**config.mk**
```make
export PLATFORM = sky130hd
export DESIGN_NAME = digit_feature_encoder
export DESIGN_NICKNAME = d
export VERILOG_FILES = /design/src/rtl/perceptron_pkg.sv /design/src/rtl/pulse_spacer.sv /design/src/rtl/digit_feature_encoder.sv
export SDC_FILE = /design/constraint.sdc
export NUM_CORES = 1
export LEC_CHECK = 0
export ABC_AREA = 1
export CAP_MARGIN = 10
export CORE_MARGIN = 2
export CORE_UTILIZATION = 47
export CTS_BUF_LIST = sky130_fd_sc_hd__clkbuf_16
export DETAILED_ROUTE_END_ITERATION = 8
export GPL_ROUTABILITY_DRIVEN = 0
export PLACE_DENSITY = 0.74
export SYNTH_ARGS = -nofsm -noshare
export SYNTH_HDL_FRONTEND = slang
export SYNTH_SLANG_ARGS = --single-unit
```
**constraint.sdc**
```tcl
create_clock -name clk -period 1.76 [get_ports clk]
set_clock_uncertainty 0.2 [all_clocks]
set_input_delay 0.528 -clock clk [delete_from_list [all_inputs] [get_ports clk]]
set_output_delay 0.528 -clock clk [all_outputs]
set_load 0.02 [all_outputs]
```
**src/rtl/perceptron_pkg.sv**
```systemverilog
// rtl/perceptron_pkg.sv - shared widths, FSM states and the digit feature table
//
// Purpose: the one place the digit -> (edges, curves) signature lives, so the
//          encoder and anything else built around the perceptron agree on it.
// Ports:   none (package).
package perceptron_pkg;

   localparam int EDGE_W  = 3;
   localparam int CURVE_W = 4;
   localparam int DIGIT_W = 4;

   typedef enum logic [2:0] {IDLE, EDGES, CURVES, FIN, ERR} state_t;

   typedef struct packed {
      logic               legal;
      logic [EDGE_W-1:0]  edges;
      logic [CURVE_W-1:0] curves;
   } features_t;

   function automatic features_t digit_features(input logic [DIGIT_W-1:0] digit);
      features_t f;
      f.legal  = 1'b1;
      f.edges  = '0;
      f.curves = '0;
      case (digit)
         4'd0:    f.curves = 4'd4;
         4'd1:    f.edges  = 3'd1;
         4'd2:    begin f.edges = 3'd1; f.curves = 4'd2; end
         4'd3:    f.curves = 4'd6;
         4'd4:    f.edges  = 3'd3;
         4'd5:    begin f.edges = 3'd2; f.curves = 4'd2; end
         4'd6:    f.curves = 4'd5;
         4'd7:    f.edges  = 3'd2;
         4'd8:    f.curves = 4'd8;
         4'd9:    begin f.edges = 3'd1; f.curves = 4'd3; end
         default: f.legal  = 1'b0;
      endcase
      return f;
   endfunction

endpackage

```
**src/rtl/pulse_spacer.sv**
```systemverilog
// rtl/pulse_spacer.sv - emits N one-cycle pulses, each followed by GAP low cycles
//
// Purpose: generic pulse train generator, reloaded once per feature phase.
// Ports:   clk, rst_n  clock, async active-low reset
//          load        start a new train (overrides one in progress)
//          count       number of pulses for the new train (0 = nothing)
//          pulse       registered pulse output
//          last        high during the final cycle of the train (pulse or gap)
module pulse_spacer #(
   parameter int GAP = 1
) (
   input  logic       clk,
   input  logic       rst_n,
   input  logic       load,
   input  logic [3:0] count,
   output logic       pulse,
   output logic       last
);

   localparam logic [2:0] GAP_L = 3'(GAP);

   logic       active_q;
   logic       pulse_q;
   logic [3:0] rem_q;   // pulses still to come after the current one
   logic [2:0] gap_q;   // gap cycles left, including the current gap cycle

   always_ff @(posedge clk or negedge rst_n) begin
      if (!rst_n) begin
         active_q <= 1'b0;
         pulse_q  <= 1'b0;
         rem_q    <= '0;
         gap_q    <= '0;
      end else if (load) begin
         active_q <= (count != 4'd0);
         pulse_q  <= (count != 4'd0);
         rem_q    <= (count != 4'd0) ? count - 4'd1 : 4'd0;
         gap_q    <= GAP_L;
      end else if (active_q) begin
         if (pulse_q) begin
            if (GAP_L == 3'd0) begin
               // back-to-back: stay high until the last pulse is out
               if (rem_q != 4'd0) begin
                  rem_q <= rem_q - 4'd1;
               end else begin
                  active_q <= 1'b0;
                  pulse_q  <= 1'b0;
               end
            end else begin
               pulse_q <= 1'b0;
               gap_q   <= GAP_L;
            end
         end else if (gap_q == 3'd1) begin
            if (rem_q != 4'd0) begin
               pulse_q <= 1'b1;
               rem_q   <= rem_q - 4'd1;
            end else begin
               active_q <= 1'b0;
            end
         end else begin
            gap_q <= gap_q - 3'd1;
         end
      end
   end

   assign pulse = pulse_q;
   assign last  = active_q && (rem_q == 4'd0) &&
                  (pulse_q ? (GAP_L == 3'd0) : (gap_q == 3'd1));

endmodule

```
**src/rtl/digit_feature_encoder.sv**
```systemverilog
// rtl/digit_feature_encoder.sv - encodes a digit as serial edge/curve pulse trains
//
// Purpose: accepts a digit, emits its edge pulses then its curve pulses, then
//          a done strobe; illegal digits give a single err strobe instead.
// Ports:   clk, rst_n            clock, async active-low reset
//          in_valid/in_ready     digit handshake (ready only when idle)
//          in_digit              digit to encode, sampled at accept
//          edge_pulse            one pulse per edge feature
//          curve_pulse           one pulse per curve feature
//          feat_edges/curves     held counts of the last legal digit
//          busy, done, err       sequence status and strobes
module digit_feature_encoder
   import perceptron_pkg::*;
#(
   parameter int GAP = 1
) (
   input  logic               clk,
   input  logic               rst_n,
   input  logic               in_valid,
   output logic               in_ready,
   input  logic [DIGIT_W-1:0] in_digit,
   output logic               edge_pulse,
   output logic               curve_pulse,
   output logic [EDGE_W-1:0]  feat_edges,
   output logic [CURVE_W-1:0] feat_curves,
   output logic               busy,
   output logic               done,
   output logic               err
);

   state_t     state_q, state_d;
   features_t  acc_f;
   logic       accept;
   logic       sp_load;
   logic [3:0] sp_count;
   logic       sp_pulse;
   logic       sp_last;

   assign acc_f  = digit_features(in_digit);
   assign accept = in_valid && (state_q == IDLE);

   pulse_spacer #(.GAP(GAP)) u_spacer (
      .clk   (clk),
      .rst_n (rst_n),
      .load  (sp_load),
      .count (sp_count),
      .pulse (sp_pulse),
      .last  (sp_last)
   );

   always_ff @(posedge clk or negedge rst_n) begin
      if (!rst_n) begin
         state_q     <= IDLE;
         feat_edges  <= '0;
         feat_curves <= '0;
      end else begin
         state_q <= state_d;
         if (accept && acc_f.legal) begin
            feat_edges  <= acc_f.edges;
            feat_curves <= acc_f.curves;
         end
      end
   end

   // Zero-count phases are skipped by loading the next phase directly.
   always_comb begin
      state_d  = state_q;
      sp_load  = 1'b0;
      sp_count = '0;
      case (state_q)
         IDLE: begin
            if (in_valid) begin
               if (!acc_f.legal) begin
                  state_d = ERR;
               end else if (acc_f.edges != '0) begin
                  sp_load  = 1'b1;
                  sp_count = {1'b0, acc_f.edges};
                  state_d  = EDGES;
               end else if (acc_f.curves != '0) begin
                  sp_load  = 1'b1;
                  sp_count = acc_f.curves;
                  state_d  = CURVES;
               end else begin
                  state_d = FIN;
               end
            end
         end
         EDGES: begin
            if (sp_last) begin
               if (feat_curves != '0) begin
                  sp_load  = 1'b1;
                  sp_count = feat_curves;
                  state_d  = CURVES;
               end else begin
                  state_d = FIN;
               end
            end
         end
         CURVES:  if (sp_last) state_d = FIN;
         FIN:     state_d = IDLE;
         ERR:     state_d = IDLE;
         default: state_d = IDLE;
      endcase
   end

   assign in_ready    = (state_q == IDLE);
   assign busy        = (state_q == EDGES) || (state_q == CURVES) || (state_q == FIN);
   assign done        = (state_q == FIN);
   assign err         = (state_q == ERR);
   assign edge_pulse  = sp_pulse && (state_q == EDGES);
   assign curve_pulse = sp_pulse && (state_q == CURVES);

endmodule

```
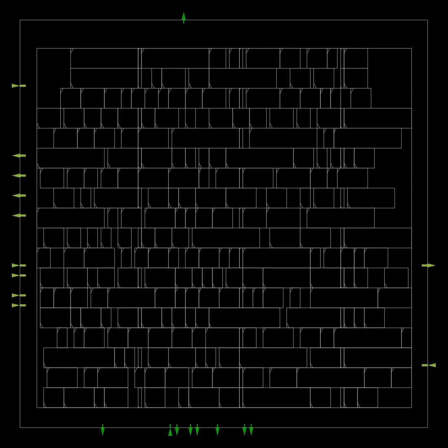
Fig. 1. Cell placement.
non-filler cells, final: 266
Fill cells: 141
# rows: 18

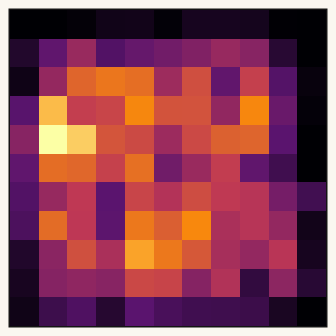
Fig. 2. Routed metal per tile.
11 x 11 tiles, from black (low) to pale yellow (high), scaled to the fullest tile. Values are wire area over tile area, all layers added.
- mean over tiles: 0.21
- nearly empty tiles: 9.1%
- emptiest ninth of the die: top right
- tiles over half the peak: 32%
- fullest tile: 0.59

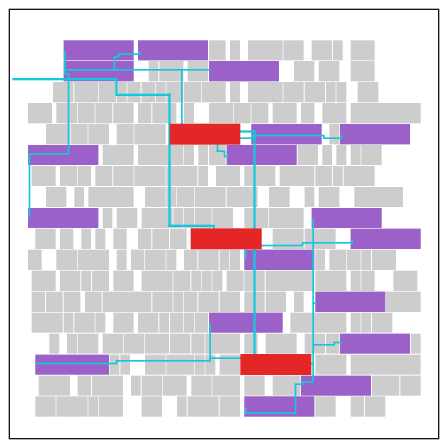
Fig. 3. Clock network drawn from the DEF.
- clock wires: cyan (length 273 um)
- flip-flops: purple (count 18)
- clock drivers: red (count 3)
- routed clock nets: 4

==> worst register-to-register path, delay by kind of cell (launching register included) <==
kind | cells | cell delay (ns)
AOI/OAI and AO/OA | 1 | 0.04
DFF | 1 | 0.42
and+or+nand+nor | 6 | 0.61
buffers and inverters | 5 | 0.47
==> how the worst min path moves through the flow <==
stage	from	end	slack (ns)	cells after the start
floorplan	rst_n	feat_curves[0]	0.03	0
global placement	feat_edges[1]	feat_edges[1]	0.28	2
detailed placement	feat_edges[1]	feat_edges[1]	0.31	2
CTS	feat_edges[1]	feat_edges[1]	0.32	2
global route	feat_edges[1]	feat_edges[1]	0.38	2
finish	feat_edges[1]	feat_edges[1]	0.36	2
==> impl_metrics.json <==
{
  "status": "complete, but fails checks",
  "violations": "setup timing",
  "cp.required_ns": 1.03,
  "final-comb-area_um2": 863,
  "vias": 1430,
  "openroad.warnings": 30,
  "maxPowerGroup": "combinational logic",
  "cts_tree": "built",
  "reg_top3": "feat_curves: 4 flops, u_spacer.rem_q: 4 flops",
  "cts-root-buf": "clkbuf_16",
  "clock_latency_ns": 0.25,
  "fin_ws_ns": -0.144,
  "cts_buffers": 3,
  "reg2reg_slack_ns": -0.09,
  "synthArstFlopShare_pct": 100,
  "design_area_um2": 2110,
  "core_um2": 2500,
  "chip_area_um2": 3090,
  "intPower_mw": 2.03,
  "p_per_area_nw_per_um2": 1710,
  "combPwrFrac_pct": 65.8,
  "sh_seq_area_pct": 21.4,
  "cts.sinks": 18,
  "ys_cells": 164,
  "n_antenna_cell": 0,
  "p_total_mw": 3.61,
  "port_buffers": 18,
  "first_global_vias": 1410,
  "top_area_share_pct": 36.1,
  "cts_buffer_depth": 2,
  "buffers": 71,
  "cts_hold_buf": 0,
  "wl_met1_mm": 1.58,
  "dp_hpwl_mm": 2.44,
  "pin_count": 20,
  "nMultiInputCombCells": 118,
  "path_buffers": 2,
  "synth.avg_cell_area_um2": 7.61,
  "hold_viol_final": 0,
  "critical-path-slowest-cell": "dfrtp_1",
  "final_nets": 249,
  "ys.flops": 18,
  "setup_viol": 11,
  "synthToLayoutAreaGrowth_pct": 69.3,
  "ff_count": 18,
  "clock_power_share_pct": 12.6,
  "busiest_layer": "met2",
  "r2r-start": "state_q[0]",
  "synthesis.area_um2": 1250,
  "ys.flop_type": "dfrtp_1",
  "final_cell_mix": "buf_4 (50), nand2_1 (22), dfrtp_1 (16), inv_2 (12), inv_1 (12)",
  "cp_cell_sequence": "inv_2, nand3_2, nor2_1, buf_4",
  "critPathLaunchType": "register",
  "slew_violations": 0,
  "drive_gt1_share_pct": 56.4,
  "comb_share_pct": 40.8,
  "lay_top_count": "buf_4",
  "aoi_share_pct": 13.5,
  "place_area_um2": 1700,
  "cp-end-kind": "output port",
  "p_seq_share_pct": 21.6,
  "vdd_drop_max_v": 0.00128,
  "antenna_found_initial": 0,
  "met2_length_mm": 2.13,
  "dieWidth_um": 55.5,
  "grt_first_pass_wirelength_mm": 6.20,
  "worstSetupPathType": "reg -> out",
  "critPathCapture": "curve_pulse",
  "yosys.area_share.xor_xnor_pct": 2.81
}
